Fig. 1: run 1, drive-strength map
The bar under the picture is 20 um long.
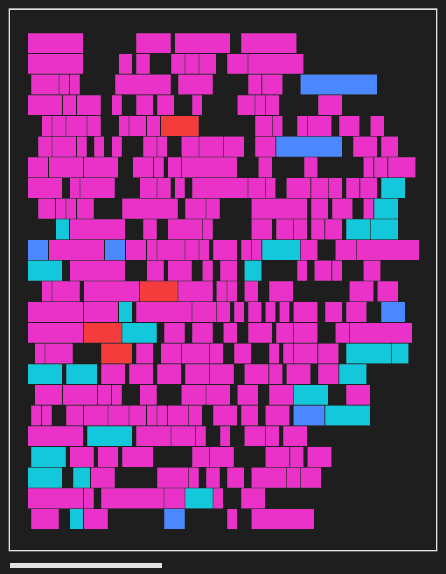
Fig. 2: run 1, M2 wires
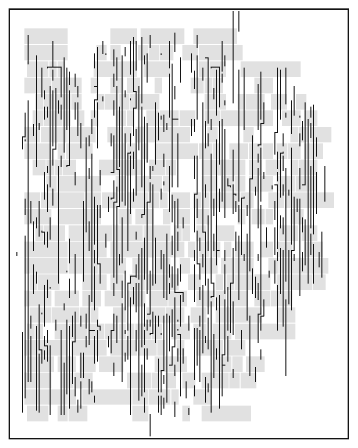
Fig. 3: run 1, clock routing
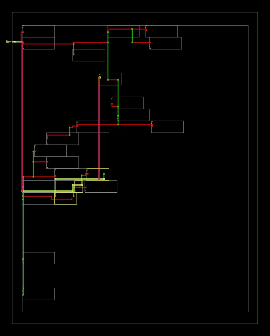
===== config.mk =====
export PLATFORM = sky130hd
export DESIGN_NAME = neuron_lif_multi_flat
export DESIGN_NICKNAME = d
export VERILOG_FILES = /design/src/rtl/neuron_pkg.sv /design/src/rtl/neuron_lif_multi_if.sv /design/src/rtl/neuron_in_chan.sv /design/src/rtl/neuron_lif_multi.sv /design/src/flat_wrapper.sv
export SDC_FILE = /design/constraint.sdc
export NUM_CORES = 1
export LEC_CHECK = 0
export CAP_MARGIN = 0
export CORE_AREA = 2 2 54 69
export DETAILED_ROUTE_END_ITERATION = 7
export DIE_AREA = 0 0 56 71
export DONT_BUFFER_PORTS = 1
export GPL_TIMING_DRIVEN = 0
export PLACE_DENSITY = 0.82
export SLEW_MARGIN = 10
export SYNTH_ARGS = -nofsm -noshare
export SYNTH_HDL_FRONTEND = slang
export SYNTH_HIERARCHICAL = 1
export SYNTH_SLANG_ARGS = --single-unit

===== constraint.sdc =====
create_clock -name clk -period 15.3 [get_ports clk]
set_input_delay 1.53 -clock clk [delete_from_list [all_inputs] [get_ports clk]]
set_output_delay 1.53 -clock clk [all_outputs]
set_load 0.005 [all_outputs]

===== src/rtl/neuron_pkg.sv =====
// Shared types and helpers for the clocked leaky integrate-and-fire neuron.
// The neuron states, the membrane clamp and the width of the accumulator.
package neuron_pkg;

  typedef enum logic [1:0] {
    ST_INTEG,
    ST_FIRE_REQ,
    ST_FIRE_REL,
    ST_REFRACT
  } neuron_st_t;

  // Accumulator width: membrane + carry for N_IN weights + sign + leak headroom.
  function automatic int sum_bits(input int n_in, input int data_bits);
    return data_bits + ((n_in > 1) ? $clog2(n_in) : 0) + 2;
  endfunction

  function automatic int clamp_u(input int value, input int bits);
    int hi;
    hi = (1 << bits) - 1;
    if (value < 0) return 0;
    if (value > hi) return hi;
    return value;
  endfunction

endpackage


===== src/rtl/neuron_lif_multi_if.sv =====
// Spike channels of one neuron: N_IN 4-phase inputs and one 4-phase output.
// 4-phase: sender raises req (data valid while req=1), receiver raises ack,
// sender drops req, receiver drops ack; a new transfer starts only after ack=0.
interface neuron_lif_multi_if #(
  parameter int N_IN = 4
);
  logic [N_IN-1:0] data_in;
  logic [N_IN-1:0] req_in;
  logic [N_IN-1:0] ack_in;
  logic            data_out;
  logic            req_out;
  logic            ack_out;

  modport master (
    output data_in, req_in, ack_out,
    input  ack_in, data_out, req_out
  );

  modport slave (
    input  data_in, req_in, ack_out,
    output ack_in, data_out, req_out
  );
endinterface


===== src/rtl/neuron_in_chan.sv =====
// One 4-phase input receiver: detects a pending request, registers ack and
// flags a spike to the integrator when the request is taken with data=1.
module neuron_in_chan (
  input  logic clk,
  input  logic rst,
  input  logic req,
  input  logic data,
  input  logic accept_en,
  output logic ack,
  output logic spike_valid
);

  logic pending;

  assign pending     = req & ~ack;
  assign spike_valid = pending & accept_en & data;

  always_ff @(posedge clk) begin
    if (rst) begin
      ack <= 1'b0;
    end else if (pending && accept_en) begin
      ack <= 1'b1;
    end else if (!req) begin
      ack <= 1'b0;
    end
  end

endmodule


===== src/rtl/neuron_lif_multi.sv =====
// Multi-input leaky integrate-and-fire neuron: weighted spike sum into a
// saturating membrane with periodic leak, 4-phase spike output, refractory.
module neuron_lif_multi
  import neuron_pkg::*;
#(
  parameter int N_IN                  = 4,
  parameter int DATA_BITS             = 8,
  parameter int thold                 = 64,
  parameter int weight_v [N_IN-1:0]   = '{default: 1},
  parameter int LEAK                  = 1,
  parameter int LEAK_PERIOD           = 8,
  parameter int REFRACT               = 2
) (
  input  logic                 clk,
  input  logic                 rst,
  neuron_lif_multi_if.slave    bus,
  output logic [DATA_BITS-1:0] v_mem,
  output neuron_st_t           state
);

  localparam int SUM_W = sum_bits(N_IN, DATA_BITS);
  localparam int LC_W  = (LEAK_PERIOD > 1) ? $clog2(LEAK_PERIOD) : 1;
  localparam int RC_W  = (REFRACT > 1) ? $clog2(REFRACT) : 1;

  neuron_st_t              state_d;
  logic                    accept_en;
  logic                    fire;
  logic                    leak_evt;
  logic                    out_q;
  logic [N_IN-1:0]         spike_valid;
  logic [N_IN-1:0]         ack_vec;
  logic [LC_W-1:0]         leak_cnt;
  logic [RC_W-1:0]         ref_cnt;
  logic signed [SUM_W-1:0] acc;
  logic [DATA_BITS-1:0]    v_next;

  for (genvar i = 0; i < N_IN; i++) begin : g_chan
    neuron_in_chan u_chan (
      .clk        (clk),
      .rst        (rst),
      .req        (bus.req_in[i]),
      .data       (bus.data_in[i]),
      .accept_en  (accept_en),
      .ack        (ack_vec[i]),
      .spike_valid(spike_valid[i])
    );
  end

  assign bus.ack_in   = ack_vec;
  assign bus.req_out  = out_q;
  assign bus.data_out = out_q;

  assign leak_evt = (leak_cnt == LC_W'(LEAK_PERIOD - 1));

  // Input and leak are merged at full width so a single clamp decides the result.
  always_comb begin
    acc = SUM_W'($signed({1'b0, v_mem}));
    for (int i = 0; i < N_IN; i++) begin
      if (spike_valid[i]) acc = acc + SUM_W'(weight_v[i]);
    end
    if (leak_evt) acc = acc - SUM_W'(LEAK);
    v_next = DATA_BITS'(clamp_u(int'(acc), DATA_BITS));
  end

  always_comb begin
    state_d   = state;
    accept_en = 1'b0;
    fire      = 1'b0;
    unique case (state)
      ST_INTEG: begin
        if (v_mem >= DATA_BITS'(thold)) begin
          fire    = 1'b1;
          state_d = ST_FIRE_REQ;
        end else begin
          accept_en = 1'b1;
        end
      end
      ST_FIRE_REQ: begin
        if (bus.ack_out) state_d = ST_FIRE_REL;
      end
      ST_FIRE_REL: begin
        if (!bus.ack_out) state_d = (REFRACT == 0) ? ST_INTEG : ST_REFRACT;
      end
      ST_REFRACT: begin
        accept_en = 1'b1;
        if (ref_cnt == '0) state_d = ST_INTEG;
      end
      default: state_d = ST_INTEG;
    endcase
  end

  always_ff @(posedge clk) begin
    if (rst) begin
      state    <= ST_INTEG;
      out_q    <= 1'b0;
      v_mem    <= '0;
      leak_cnt <= '0;
      ref_cnt  <= '0;
    end else begin
      state <= state_d;
      out_q <= (state_d == ST_FIRE_REQ);
      if (state == ST_INTEG) begin
        if (fire) begin
          v_mem    <= '0;
          leak_cnt <= '0;
        end else begin
          v_mem    <= v_next;
          leak_cnt <= leak_evt ? '0 : leak_cnt + 1'b1;
        end
      end
      // ref_cnt holds the remaining refractory cycles after the current one.
      if (state == ST_FIRE_REL && state_d == ST_REFRACT) begin
        ref_cnt <= RC_W'(REFRACT - 1);
      end else if (state == ST_REFRACT && ref_cnt != '0) begin
        ref_cnt <= ref_cnt - 1'b1;
      end
    end
  end

endmodule


===== src/flat_wrapper.sv =====
// flat-port wrapper written by rule: the top's interface ports become plain ports
module neuron_lif_multi_flat import neuron_pkg::*;
#(
  parameter int N_IN                  = 4,
  parameter int DATA_BITS             = 8,
  parameter int thold                 = 64,
  parameter int weight_v [N_IN-1:0]   = '{default: 1},
  parameter int LEAK                  = 1,
  parameter int LEAK_PERIOD           = 8,
  parameter int REFRACT               = 2
)
  (clk, rst, v_mem, state, bus_data_in, bus_req_in, bus_ack_out, bus_ack_in, bus_data_out, bus_req_out);
  neuron_lif_multi_if #(.N_IN(N_IN)) bus_i ();
  input  logic clk;
  input  logic rst;
  output logic [DATA_BITS-1:0] v_mem;
  output neuron_st_t state;
  input wire logic [$bits(bus_i.data_in)-1:0] bus_data_in;
  input wire logic [$bits(bus_i.req_in)-1:0] bus_req_in;
  input wire logic [$bits(bus_i.ack_out)-1:0] bus_ack_out;
  output wire logic [$bits(bus_i.ack_in)-1:0] bus_ack_in;
  output wire logic [$bits(bus_i.data_out)-1:0] bus_data_out;
  output wire logic [$bits(bus_i.req_out)-1:0] bus_req_out;
  assign bus_i.data_in = bus_data_in;
  assign bus_i.req_in = bus_req_in;
  assign bus_i.ack_out = bus_ack_out;
  assign bus_ack_in = bus_i.ack_in;
  assign bus_data_out = bus_i.data_out;
  assign bus_req_out = bus_i.req_out;
  neuron_lif_multi #(.N_IN(N_IN), .DATA_BITS(DATA_BITS), .thold(thold), .weight_v(weight_v), .LEAK(LEAK), .LEAK_PERIOD(LEAK_PERIOD), .REFRACT(REFRACT)) u_core (.clk(clk), .rst(rst), .bus(bus_i), .v_mem(v_mem), .state(state));
endmodule

==> impl_metrics.toml, run 1 <==
# generated from flow reports
[clocking]
post_cts.resized_instances = 0
post_cts_setup_repair_buffer_count = 0
ctsHtreeMaxLevel = 1
cts_num_sinks = 19
clk_slew_on_worst_s_h_paths_ns = 0.07
holdBufCountCts = 0

[critical_path]
cp.buffers_inverters = 4
criticalPathCategory = "flip-flop to flip-flop"
worst_path_dominant_cell_family = "simple AND/OR/NAND/NOR gates"
critical_path.startpoint_type = "flip-flop"
slowest_delay_ns = 0.50
worstPathMaxFanout = 10
critPathMostFrequentCell = "sky130_fd_sc_hd__ha_1"
timing.critical_path.to_type = "flip-flop"
worst-endpoint-arrival_ns = 6.38

[sta]
finalClockPeriodUsage_pct = 41.0
tightestPinTransition_ns = 0.550
finalCriticalPeriod_ns = 6.27
finalHoldWorstSlack_ns = 0.476
max_slew_margin_pct = 63.0
grt_setup_unrepaired = "false"
drv_slew = 0

[die]
floorplan.io_pins = 27
floorplan.core_util_pct = 65.2
die-width_um = 56
die_area_um2 = 3980
floorplan.die.height_um = 71
row_count = 24
placeableCoreArea_um2 = 3360

[synth]
synth_flop_count = 19
post_synth_main_area_contributors = "sky130_fd_sc_hd__dfxtp_1 (17%), sky130_fd_sc_hd__ha_1 (6.8%), sky130_fd_sc_hd__xnor2_1 (6.8%), sky130_fd_sc_hd__xnor3_1 (4.1%), sky130_fd_sc_hd__nor2_1 (3.6%)"
ys_cells = 261
syn-cell-area_um2 = 2190
avgSynthCellArea_um2 = 8.40
yosys_warnings = 6
synth_dominant_cell_count = "sky130_fd_sc_hd__nor2_1"
synthDistinctLibCells = 66
synthDominantAreaCellType = "sky130_fd_sc_hd__dfxtp_1"
yosys_area_um2 = 2190
floorplan_nets = 284
postSynthCellCount = 261
edf_count = 0

[route]
avgRoutedWirePerCell_um = 16.0
first_pass_iters = 4
post_drt_via_cell_ratio = 6.39
detailed_route_drc_error_count = 0
route.antenna.remaining_nets = 0
drt_iter0_drc = 59

[placed_design]
placement_cell_area_um2 = 2240
post_detail_place_hpwl_um = 3890
io_buffer_count = 0
routabilityCongestion = 0.883

[power_and_ir_drop]
powerDensity_nw_per_um2 = 136
vdd_ir_drop_max_v = 0.000113

[grt]
antenna_found_initial = 0
grt_util_all_layers_pct = 26.0

[cells_and_area]
final_util_pct = 68.0
syn2layout_area_growth_pct = 4.34
layout-drive-gt1-share_pct = 12.8

[outcome]
status = "finished, final reports clean"
Notes on Fig. 1 above:
Key: drive 3 to 4 = blue [cells 7, share 2.6%, most used buf_4]; drive 2 = cyan [cells 23, share 8.7%, most used nor3b_2]; drive 1 or less = magenta [cells 231, share 87%, most used nor2_1]; drive 6 and up = red [cells 4, share 1.5%, most used clkbuf_8]
count of plain and timing-repair buffers in the layout: 11
summed area of non-filler cells in the final layout: 2290 um2
worst-case setup margin in the final layout: 9.03 ns

Notes on Fig. 2 above:
The layer carries 2370 um of wire. The layer holds 49% of the routed length. 245 nets have wire on it. The longest straight run is 46.6 um. The wires run mostly vertical.
via count: 1944
final wirelength: 4870 um
met2 Track Usage GR: 44.4%

Notes on Fig. 3 above:
clock buffer count from CTS: 3
Clk. pwr: 0.0000349 W
Max Clock Skew: 0.00645 ns
Worst-Skew Late Latency: 0.26 ns

## run 1: sequential cells by signal, indices dropped and copies added (netlist names)
register / count
u_core/state: 2
u_core/g_chan.u_chan/ack: 4
u_core/leak_cnt: 3
u_core/ref_cnt: 1
u_core/bus.data_out: 1
u_core/v_mem: 8
## run 1: worst min-delay path: stages, from the launching register on
cell and delay, ns:
sky130_fd_sc_hd__dfxtp_1 0.32, sky130_fd_sc_hd__nand2b_1 0.07, sky130_fd_sc_hd__a21oi_1 0.05
## run 1: final timing paths
| check | from | endpoint | slack, ns | depth (start not counted) |
|---|---|---|---|---|
| worst max-delay path | u_core/state[0]$_SDFF_PP0_ | u_core/v_mem[1]$_SDFFE_PP0N_ | 9.03 | 24 |
| worst min-delay path | u_core/leak_cnt[2]$_SDFFE_PP0N_ | u_core/leak_cnt[2]$_SDFFE_PP0N_ | 0.48 | 2 |
| worst max register to register | u_core/state[0]$_SDFF_PP0_ | u_core/v_mem[1]$_SDFFE_PP0N_ | 9.03 | 24 |
| worst min register to register | u_core/leak_cnt[2]$_SDFFE_PP0N_ | u_core/leak_cnt[2]$_SDFFE_PP0N_ | 0.48 | 2 |
## run 1: final cells by class
cell class / instances / area [um2]
multi-input combinational: 224 / 1720
fill: 286 / 1070
sequential: 19 / 380
buffer: 11 / 62.6
tap: 39 / 48.8
clock buffer: 3 / 41.3
inverter: 7 / 26.3
clock inverter: 1 / 5.00
## run 1: through the flow
stage | power [W] | std cells
finish | 0.000310 | 304
global route | 0.000338 | 304
CTS | 0.000311 | 304
detailed placement | 0.000274 | 300
global placement | 0.000267 | 300
floorplan | 0.000236 | 261
## run 1: kinds of logic (layout without fill, tap and decap cells)
family / after synthesis / after routing / share of synthesized area, %
buffers and inverters: 18 / 22 / 4.05
AND/OR/NAND/NOR: 115 / 115 / 32.6
XOR/XNOR: 32 / 32 / 16.3
adder cells (fa/ha/maj): 12 / 12 / 6.85
AND-OR/OR-AND: 60 / 60 / 20.3
multiplexers: 5 / 5 / 2.51
flip-flops: 19 / 19 / 17.3
## run 1: cells in the final DEF (no fill, tap or decap), types with 6 or more instances in the layout
cell                       count
sky130_fd_sc_hd__dfxtp_1      19
sky130_fd_sc_hd__a211oi_1      6
sky130_fd_sc_hd__xnor2_1      17
sky130_fd_sc_hd__nand2b_1      9
sky130_fd_sc_hd__nor2_1       21
sky130_fd_sc_hd__nor2b_1       8
sky130_fd_sc_hd__ha_1         12
sky130_fd_sc_hd__xor2_1        8
sky130_fd_sc_hd__nand2_1      16
sky130_fd_sc_hd__a21oi_1      14
sky130_fd_sc_hd__nand3_1      10
sky130_fd_sc_hd__nor3_1        8
sky130_fd_sc_hd__inv_1         7
## run 1: per-layer routing
layer,vias up,track usage [%],share of wire (%)
li1,976,-,-
met1,910,32.1,44
met2,48,44.4,49
met3,10,4.39,5.0
met4,0,10.8,2.3
met5,-,0,0
## run 1: where the power goes
part	leakage, nW	total, W	internal (W)	switching (W)
registers	0.155	0.0000752	0.0000611	0.0000141
logic	0.652	0.000200	0.0000840	0.000116
clock network	0.0255	0.0000349	0.0000181	0.0000168
==> run 2, diff against run 1 <==
- CORE_AREA: 2 2 54 69 -> 2 2 55 70
- DIE_AREA: 0 0 56 71 -> 0 0 57 72
- PLACE_DENSITY: 0.82 -> 0.8
- clock period: 15.3 -> 6.4 ns (I/O delays scaled with it)
==> run 2 against run 1 <==
Compared with the run above: core utilization down 1.2 points; maximum frequency rose by 6.8%; total power is 140% higher; global-route usage decreased by 0.30 points; first-iteration DRC count shrank 6.8%; synthesized cell count unchanged; non-clock buffer count shrank 1; critical path type unchanged; highest routed layer unchanged.
==> impl_metrics.toml, run 2 <==
# generated from flow reports
[route]
route.met3.wl_um = 245
avgRoutedWirePerCell_um = 16.4
highest-signal-layer = "met4"
post_drt_via_cell_ratio = 6.38
drt_iter0_drc = 55
met1Wirelength_um = 2100
first_pass_iters = 4
route.antenna.remaining_nets = 0
met2_wirelength_um = 2530
detailed_route_drc_error_count = 0

[synth]
floorplan_nets = 284
top_logic_kind = "simple AND/OR/NAND/NOR gates"
postSynthCellCount = 261
synth_flop_count = 19
edf_count = 0
avgSynthCellArea_um2 = 8.40
synthAoiAreaFrac_pct = 20.3
syn-cell-area_um2 = 2190
post_synth_xor_area_fraction_pct = 16.3
yosys-top-cells-count = "sky130_fd_sc_hd__nor2_1 (21), sky130_fd_sc_hd__dfxtp_1 (19), sky130_fd_sc_hd__xnor2_1 (17)"
synthDominantCellAreaShare_pct = 17.3
yosys_area_um2 = 2190
synthDominantAreaCellType = "sky130_fd_sc_hd__dfxtp_1"
post_synth_fa_ha_maj_area_fraction_pct = 6.85
seq_total_area_yosys_pct = 17.3
ys.flop_type = "sky130_fd_sc_hd__dfxtp_1"
post_synth_main_area_contributors = "sky130_fd_sc_hd__dfxtp_1 (17%), sky130_fd_sc_hd__ha_1 (6.8%), sky130_fd_sc_hd__xnor2_1 (6.8%), sky130_fd_sc_hd__xnor3_1 (4.1%), sky130_fd_sc_hd__nor2_1 (3.6%)"
synth.mux.area_fraction_pct = 2.51
synthDistinctLibCells = 66
synth_dominant_cell_count = "sky130_fd_sc_hd__nor2_1"
ys_cells = 261
simple_gate_area_share_pct = 32.6
yosys_warnings = 6
asyncSetResetFlopFracSynth_pct = 0

[grt]
global_route.overflow_total = 0
via_count_of_the_first_global_routing_pass = 1928
met3_grt_util_pct = 5.35
grt_util_all_layers_pct = 25.7
grt_start_max_net_pins = 12
wire_length_of_the_first_global_routing_pass_um = 8520
antenna_found_initial = 0
globalRoute.busiestLayer = "met2"

[sta]
finalClockPeriodUsage_pct = 91.8
drv_slew = 0
grt_setup_unrepaired = "false"
tightestPinTransition_ns = 0.541
max_slew_margin_pct = 63.7
setup_tns_ns = 0
finalCriticalPeriod_ns = 5.87
timing.final.hold_violations = 0
finalSetupViolCount = 0
fin_worst_skew_ns = 0.00601
fmax_ghz = 0.170

[critical_path]
worst-endpoint-required_ns = 6.52
worstPathMaxFanout = 10
worstReg2RegEnd = "u_core/v_mem[7]$_SDFFE_PP0N_"
worst-endpoint-arrival_ns = 5.99
timing.reg2reg.setup_slack_ns = 0.53
critical_path.startpoint_type = "flip-flop"
ordered_list_of_cells_on_the_worst_path = "inv_1, ha_1, and2_2, nor2_1, nor2_2, and4b_1, buf_6, xor2_1, ha_1, nand2b_1, o21ai_1, inv_1, ha_1, nand4_1, or4_1, o2111ai_1, o211ai_1, or2_1, or4_1, a21oi_2, o21ai_2, mux2i_2, a311oi_1"
timing.critical_path.to_type = "flip-flop"
slowest_delay_ns = 0.51
worst-r2r-cell-count = 23
r2r-start = "u_core/state[0]$_SDFF_PP0_"
cp.buffers_inverters = 3
cpMaxStageDelayCell = "sky130_fd_sc_hd__or4_1"
criticalPathCategory = "flip-flop to flip-flop"
critPathMostFrequentCell = "sky130_fd_sc_hd__ha_1"
worst_path_dominant_cell_family = "simple AND/OR/NAND/NOR gates"

[clocking]
clock_tree_from_tritoncts = "done"
cts_buffer_depth = 2
clk_slew_on_worst_s_h_paths_ns = 0.07
worst_skew_pair.late_latency_ns = 0.26
cts-buffers-inserted = 3
ctsHtreeMaxLevel = 1
post_cts_setup_repair_buffer_count = 0
cts_num_sinks = 19
clockRootBuffer = "sky130_fd_sc_hd__clkbuf_8"
post_cts.resized_instances = 0
holdBufCountCts = 0

[power_and_ir_drop]
power_w = 0.000741
vdd_ir_drop_max_v = 0.000312
leakage_nw = 0.833
powerDensity_nw_per_um2 = 324

[cells_and_area]
antenna_cells_inserted = 0
registers_with_the_most_flip_flops = "u_core/v_mem (8), u_core/g_chan.u_chan/ack (4), u_core/leak_cnt (3)"
layout_top_cell_excl_fill_tap = "sky130_fd_sc_hd__nor2_1"
layout-drive-gt1-share_pct = 13.6
largest_register_ffs = 8
final_layout_top_logic_cells = "sky130_fd_sc_hd__nor2_1 (20), sky130_fd_sc_hd__dfxtp_1 (19), sky130_fd_sc_hd__xnor2_1 (17), sky130_fd_sc_hd__nand2_1 (16), sky130_fd_sc_hd__a21oi_1 (14)"
register_with_the_most_flip_flops = "u_core/v_mem"
finish.net_count = 288
filler_cell_count = 306

[placed_design]
io_buffer_count = 0
post_detail_place_hpwl_um = 4000
routabilityCongestion = 0.815

[outcome]
status = "finished, final reports clean"

[die]
die_area_um2 = 4100
die-width_um = 57
floorplan.io_pins = 27
floorplan.die.height_um = 72
placeableCoreArea_um2 = 3420
floorplan.core_util_pct = 64.1
row_count = 24

[hold_path]
hold-path-cell-count = 1
holdPathEnd = "u_core/v_mem[7]$_SDFFE_PP0N_"
worstHoldPathType = "input port to flip-flop"
hold_path.startpoint = "rst"

[job]
stage_log_warnings = 30
max-cap-violations = 0
==> run 2: cell counts after synthesis <==
No cell type changed its count.
==> run 2: worst register-to-register path, cell delays in order, from the launching register on <==
cell and delay (ns):
sky130_fd_sc_hd__dfxtp_1 0.37, sky130_fd_sc_hd__inv_1 0.15, sky130_fd_sc_hd__ha_1 0.27, sky130_fd_sc_hd__and2_2 0.30
sky130_fd_sc_hd__nor2_1 0.08, sky130_fd_sc_hd__nor2_2 0.23, sky130_fd_sc_hd__and4b_1 0.36, sky130_fd_sc_hd__buf_6 0.18
sky130_fd_sc_hd__xor2_1 0.28, sky130_fd_sc_hd__ha_1 0.28, sky130_fd_sc_hd__nand2b_1 0.14, sky130_fd_sc_hd__o21ai_1 0.15
sky130_fd_sc_hd__inv_1 0.10, sky130_fd_sc_hd__ha_1 0.30, sky130_fd_sc_hd__nand4_1 0.09, sky130_fd_sc_hd__or4_1 0.41
sky130_fd_sc_hd__o2111ai_1 0.12, sky130_fd_sc_hd__o211ai_1 0.20, sky130_fd_sc_hd__or2_1 0.35, sky130_fd_sc_hd__or4_1 0.51
sky130_fd_sc_hd__a21oi_2 0.21, sky130_fd_sc_hd__o21ai_2 0.09, sky130_fd_sc_hd__mux2i_2 0.42, sky130_fd_sc_hd__a311oi_1 0.16
==> run 2: where the power goes <==
group          switching, W  total [W]  leakage (nW)  internal (W)
sequential        0.0000337   0.000180         0.155      0.000146
combinational      0.000274   0.000477         0.652      0.000203
clock             0.0000406  0.0000839        0.0255     0.0000433
total              0.000348   0.000741         0.833      0.000393
==> run 2: how the worst max path moves through the flow <==
stage / end / startpoint / slack (ns) / cells after the start
floorplan: u_core/v_mem[7]$_SDFFE_PP0N_ / u_core/state[0]$_SDFF_PP0_ / 1.13 / 24
global placement: u_core/v_mem[1]$_SDFFE_PP0N_ / u_core/state[0]$_SDFF_PP0_ / 0.35 / 24
detailed placement: u_core/v_mem[7]$_SDFFE_PP0N_ / u_core/state[0]$_SDFF_PP0_ / 0.25 / 24
CTS: u_core/v_mem[7]$_SDFFE_PP0N_ / u_core/state[0]$_SDFF_PP0_ / 0.21 / 24
global route: u_core/v_mem[7]$_SDFFE_PP0N_ / u_core/state[0]$_SDFF_PP0_ / 0.12 / 23
finish: u_core/v_mem[7]$_SDFFE_PP0N_ / u_core/state[0]$_SDFF_PP0_ / 0.53 / 23
==> run 2: per-stage QoR <==
stage	area [um2]	setup slack, ns	instances	utilization [%]	hold slack (ns)
3_5_place_dp	2240	0.248	300	65.5	0.468
6_report	2290	0.526	303	66.8	0.444
2_1_floorplan	2190	1.13	261	-	0.450
4_1_cts	2290	0.214	304	66.8	0.440
3_3_place_gp	2240	0.346	300	65.5	0.462
5_1_grt	2290	0.121	303	66.8	0.436
==> run 2: layout make-up <==
class | instances | area [um2] | area share (%)
Buffer | 10 | 58.8 | 2.57
Clock buffer | 3 | 41.3 | 1.80
Clock inverter | 1 | 5.00 | 0.219
Inverter | 7 | 26.3 | 1.15
Multi-Input combinational cell | 224 | 1730 | 75.5
Sequential cell | 19 | 380 | 16.6
Tap cell | 39 | 48.8 | 2.13
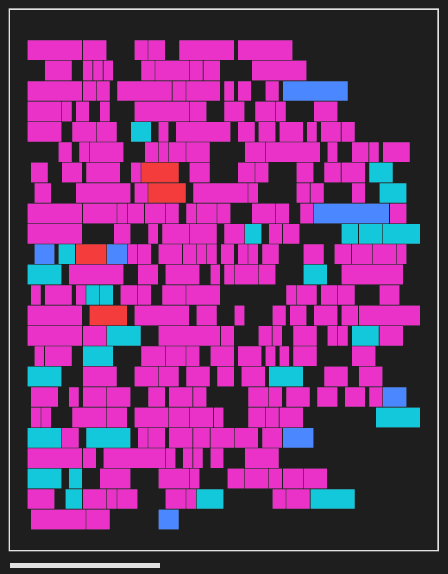
Fig. 4. Drive-strength map (run 2).
The bar under the picture is 20 um long.
Key: drive 6 and up = red [cells 4, share 1.5%, most used clkbuf_8]; drive 2 = cyan [cells 25, share 9.5%, most used nor3b_2]; drive 1 or less = magenta [cells 228, share 86%, most used nor2_1]; drive 3 to 4 = blue [cells 7, share 2.7%, most used buf_4]
post-synthesis to final-layout area growth: 4.34%
worst-case setup margin in the final layout: 0.526 ns
count of plain and timing-repair buffers in the layout: 10

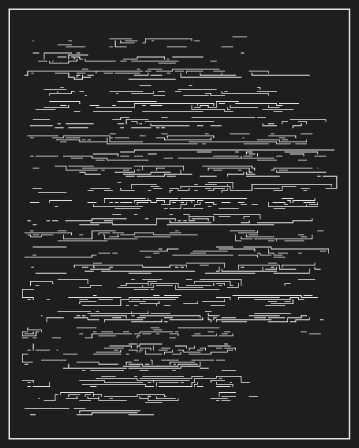
Fig. 5. M1 wires (run 2).
The longest straight run is 33.6 um. 268 nets have wire on it. The layer holds 42% of the routed length.
via count: 1932
GR met1 Demand/Resource: 29.5%
final wirelength: 4980 um

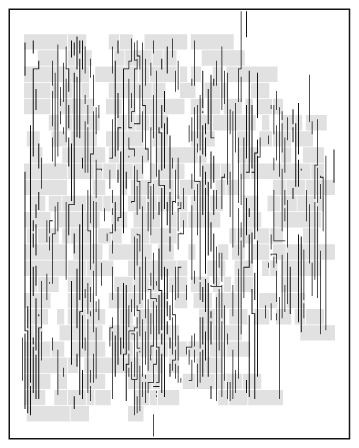
Fig. 6. M2 wires (run 2).
242 nets have wire on it. The layer carries 2530 um of wire. The layer holds 51% of the routed length. The wires run mostly vertical.
met2 Track Usage GR: 47.3%

==> run 3, diff against run 2 <==
- CELL_PAD_IN_SITES_DETAIL_PLACEMENT: default -> 2
- CELL_PAD_IN_SITES_GLOBAL_PLACEMENT: default -> 2
- CORE_AREA: 2 2 55 70 -> 2 2 71 89
- DIE_AREA: 0 0 57 72 -> 0 0 73 91
- PLACE_DENSITY: 0.8 -> 0.79
- SETUP_SLACK_MARGIN: default -> 0.5
==> run 3 against run 2 <==
Compared with the run above: critical path depth stayed put; non-clock buffer count rose by 4; final area is 4.4% higher; total power up 11%; die size increased by 62%; combinational power up 15%; routed wire length grew 35%; core utilization decreased by 26 points; first-iteration DRC count is 5.5% lower; maximum frequency increased by 5.2%; hold slack worse by 0.0090 ns; largest cell class unchanged; highest routed layer unchanged.
==> impl_metrics.toml, run 3 <==
# generated from flow reports
[critical_path]
cpMaxStageDelayCell = "sky130_fd_sc_hd__or4_1"
ordered_list_of_cells_on_the_worst_path = "inv_1, ha_2, and2_1, clkbuf_4, nor2_1, nor2_4, and4b_2, mux2_2, ha_1, nand2b_1, o21ai_2, inv_1, ha_1, nand4_1, or4_1, o2111ai_1, o211ai_1, or2_4, or4_1, a21oi_2, o21ai_2, mux2i_4, a211oi_1"
worstReg2RegEnd = "u_core/v_mem[0]$_SDFFE_PP0N_"
worstPathMaxFanout = 9
slowest_delay_ns = 0.49
criticalPathCategory = "flip-flop to flip-flop"
timing.critical_path.to_type = "flip-flop"
r2r-start = "u_core/state[1]$_SDFF_PP0_"
critical_path.startpoint_type = "flip-flop"
worst-r2r-cell-count = 23
timing.reg2reg.setup_slack_ns = 0.82
worst-endpoint-arrival_ns = 5.74
worst-endpoint-required_ns = 6.56

[die]
die-width_um = 73
row_count = 31
floorplan.die.height_um = 91
floorplan.core_util_pct = 38.0
floorplan.io_pins = 27
placeableCoreArea_um2 = 5780
die_area_um2 = 6640

[clocking]
cts-buffers-inserted = 3
worst_skew_pair.late_latency_ns = 0.26
clockRootBuffer = "sky130_fd_sc_hd__clkbuf_8"
clock_tree_from_tritoncts = "done"
ctsHtreeMaxLevel = 1
cts_buffer_depth = 2
clk_slew_on_worst_s_h_paths_ns = 0.08

[synth]
postSynthCellCount = 261
synthDominantAreaCellType = "sky130_fd_sc_hd__dfxtp_1"
edf_count = 0
yosys-top-cells-count = "sky130_fd_sc_hd__nor2_1 (21), sky130_fd_sc_hd__dfxtp_1 (19), sky130_fd_sc_hd__xnor2_1 (17)"
yosys_area_um2 = 2190
post_synth_main_area_contributors = "sky130_fd_sc_hd__dfxtp_1 (17%), sky130_fd_sc_hd__ha_1 (6.8%), sky130_fd_sc_hd__xnor2_1 (6.8%), sky130_fd_sc_hd__xnor3_1 (4.1%), sky130_fd_sc_hd__nor2_1 (3.6%)"
seq_total_area_yosys_pct = 17.3
synth_flop_count = 19
synthDistinctLibCells = 66
asyncSetResetFlopFracSynth_pct = 0
yosys_warnings = 6
syn-cell-area_um2 = 2190
avgSynthCellArea_um2 = 8.40
floorplan_nets = 284
ys.flop_type = "sky130_fd_sc_hd__dfxtp_1"
synth_dominant_cell_count = "sky130_fd_sc_hd__nor2_1"
synthDominantCellAreaShare_pct = 17.3
ys_cells = 261

[route]
route.antenna.remaining_nets = 0
drt_iter0_drc = 52
first_pass_iters = 4
detailed_route_drc_error_count = 0
post_drt_via_cell_ratio = 6.08
avgRoutedWirePerCell_um = 20.1

[placed_design]
routabilityCongestion = 0.822
io_buffer_count = 0
place.detailed.instances = 327
placement_cell_area_um2 = 2280
post_detail_place_hpwl_um = 5240

[power_and_ir_drop]
power.sequential.fraction_pct = 22.3
clock_power_share_pct = 10.6
powerDensity_nw_per_um2 = 343
vdd_ir_drop_max_v = 0.000233
power.share.combinational_pct = 67.1
p_int_w = 0.000422
switching_power_w = 0.000398
leakage_nw = 0.859
switching_share_pct = 48.6

[hold_path]
worstHoldPathType = "input port to flip-flop"
hold_path.startpoint = "rst"
hold-path-cell-count = 1
holdPathEnd = "u_core/v_mem[7]$_SDFFE_PP0N_"

[cells_and_area]
finish.net_count = 292
antenna_cells_inserted = 0
registers_with_the_most_flip_flops = "u_core/v_mem (8), u_core/g_chan.u_chan/ack (4), u_core/leak_cnt (3)"
largest_register_ffs = 8
layout_top_cell_excl_fill_tap = "sky130_fd_sc_hd__nor2_1"
instances_no_fill = 334
layout-drive-gt1-share_pct = 18.3
register_with_the_most_flip_flops = "u_core/v_mem"
final_layout_top_logic_cells = "sky130_fd_sc_hd__nor2_1 (19), sky130_fd_sc_hd__xnor2_1 (17), sky130_fd_sc_hd__dfxtp_1 (17), sky130_fd_sc_hd__nand2_1 (16), sky130_fd_sc_hd__a21oi_1 (14)"

[job]
max-cap-violations = 0
stage_log_warnings = 30

[sta]
fmax_ghz = 0.179
tightestPinTransition_ns = 0.612
grt_setup_unrepaired = "false"
timing.final.hold_violations = 0
finalClockPeriodUsage_pct = 87.3
max_slew_margin_pct = 58.9
finalCriticalPeriod_ns = 5.58
drv_slew = 0
finalSetupViolCount = 0

[grt]
antenna_found_initial = 0
global_route.overflow_total = 0
grt_util_all_layers_pct = 21.4
wire_length_of_the_first_global_routing_pass_um = 11300
via_count_of_the_first_global_routing_pass = 2326
grt_start_max_net_pins = 12

[outcome]
status = "finished, final reports clean"
==> run 3: cell count changes in the layout (fill, tap and decap cells not counted), sizes merged <==
| cell | change |
|---|---|
| buf | +3 |
| clkbuf | +1 |
==> run 3: metrics by stage <==
stage | worst slack (ns) | setup TNS (ns) | power, W | hold slack (ns) | utilization [%]
detailed placement | -0.0958 | -0.507 | 0.000683 | 0.491 | 39.4
floorplan | 1.13 | 0 | 0.000565 | 0.450 | -
finish | 0.815 | 0 | 0.000820 | 0.435 | 41.3
global route | 0.447 | 0 | 0.000897 | 0.419 | 41.3
global placement | 0.0943 | 0 | 0.000655 | 0.461 | 39.4
CTS | 0.525 | 0 | 0.000797 | 0.427 | 40.7
==> run 3: worst max-delay path: cells and delay by family, from the launching register on <==
| kind | cells | cell delay [ns] |
|---|---|---|
| compound gates | 6 | 1.06 |
| fa+ha+maj | 3 | 0.81 |
| buf+inv | 3 | 0.42 |
| flops | 1 | 0.37 |
| mux | 2 | 0.61 |
| simple gates | 9 | 2.19 |
==> run 3: what timing repair did <==
item,CTS,global route
pin swaps,0,2
buffers inserted,0,3
hold buffers,0,0
gates resized,7,10
setup endpoints to repair,8,8
==> run 3: worst max path at each step <==
stage                                     startpoint                            to  slack (ns)  cells past startpoint
after global routing      u_core/state[1]$_SDFF_PP0_  u_core/v_mem[0]$_SDFFE_PP0N_        0.45                     24
final                     u_core/state[1]$_SDFF_PP0_  u_core/v_mem[0]$_SDFFE_PP0N_        0.82                     23
after global placement    u_core/state[0]$_SDFF_PP0_  u_core/v_mem[0]$_SDFFE_PP0N_        0.09                     24
after floorplan           u_core/state[0]$_SDFF_PP0_  u_core/v_mem[7]$_SDFFE_PP0N_        1.13                     24
after detailed placement  u_core/state[0]$_SDFF_PP0_  u_core/v_mem[0]$_SDFFE_PP0N_        -0.1                     24
after CTS                 u_core/state[0]$_SDFF_PP0_  u_core/v_mem[0]$_SDFFE_PP0N_        0.52                     24
==> run 3: per-layer routing <==
metal	track usage, %	wire length (um)
met5	0	0
met4	5.40	88
met3	2.66	238
met2	40.3	3670
met1	24.5	2710
==> run 3: layout make-up <==
cell class | count | area [um2]
flip-flops and latches | 19 | 383
repair buffers | 3 | 22.5
multi-input cells | 224 | 1760
clock buffers | 3 | 41.3
plain buffers | 11 | 67.6
inverters | 7 | 26.3
well taps | 66 | 82.6
fillers | 664 | 3390
clock inverters | 1 | 5.00
==> run 3: kinds of logic (layout without fill, tap and decap cells) <==
group                    after synthesis  after routing  share of synthesized area (%)
AND/OR/NAND/NOR                      115            115                           32.6
AND-OR/OR-AND                         60             60                           20.3
XOR/XNOR                              32             32                           16.3
flip-flops                            19             19                           17.3
buffers and inverters                 18             25                           4.05
adder cells (fa/ha/maj)               12             12                           6.85
multiplexers                           5              5                           2.51
==> run 3: power groups by stage <==
stage / logic, W / clock network, W / registers (W)
floorplan: 0.000393 / 0 / 0.000172
detailed placement: 0.000499 / 0 / 0.000184
global placement: 0.000472 / 0 / 0.000183
global route: 0.000613 / 0.0000962 / 0.000188
finish: 0.000550 / 0.0000870 / 0.000183
CTS: 0.000523 / 0.0000916 / 0.000182
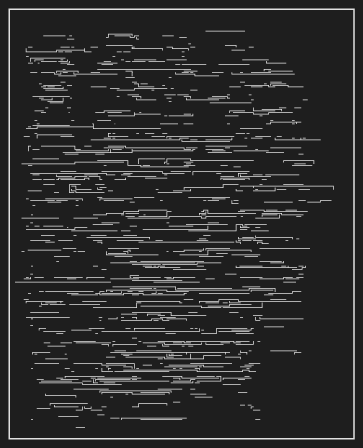
Fig. 7. M1 wires (run 3).
The wires run mostly horizontal. The layer holds 40% of the routed length. The longest straight run is 25.3 um. 271 nets have wire on it.
via count: 2031
GR met1 Demand/Resource: 24.5%
final wirelength: 6720 um

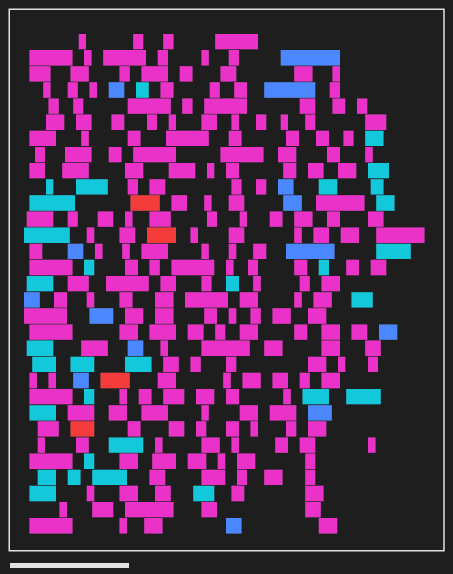
Fig. 8. Drive-strength map (run 3).
The bar under the picture is 20 um long.
Key: drive 2 = cyan [cells 31, share 12%, most used nor3b_2]; drive 6 and up = red [cells 4, share 1.5%, most used clkbuf_8]; drive 3 to 4 = blue [cells 14, share 5.2%, most used buf_4]; drive 1 or less = magenta [cells 219, share 82%, most used nor2_1]
count of plain and timing-repair buffers in the layout: 14
summed area of non-filler cells in the final layout: 2390 um2
worst-case setup margin in the final layout: 0.815 ns
post-synthesis to final-layout area growth: 8.90%

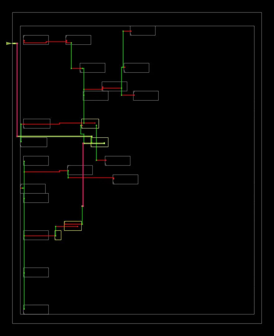
Fig. 9. Clock routing (run 3).
clock net sink count: 19
count of sequential standard cells: 19
Clock Buffer Count: 3
Clk. pwr: 0.0000870 W
Max Clock Skew: 0.00592 ns

Power figures rest on the tool's default switching activity, not on a simulated workload.
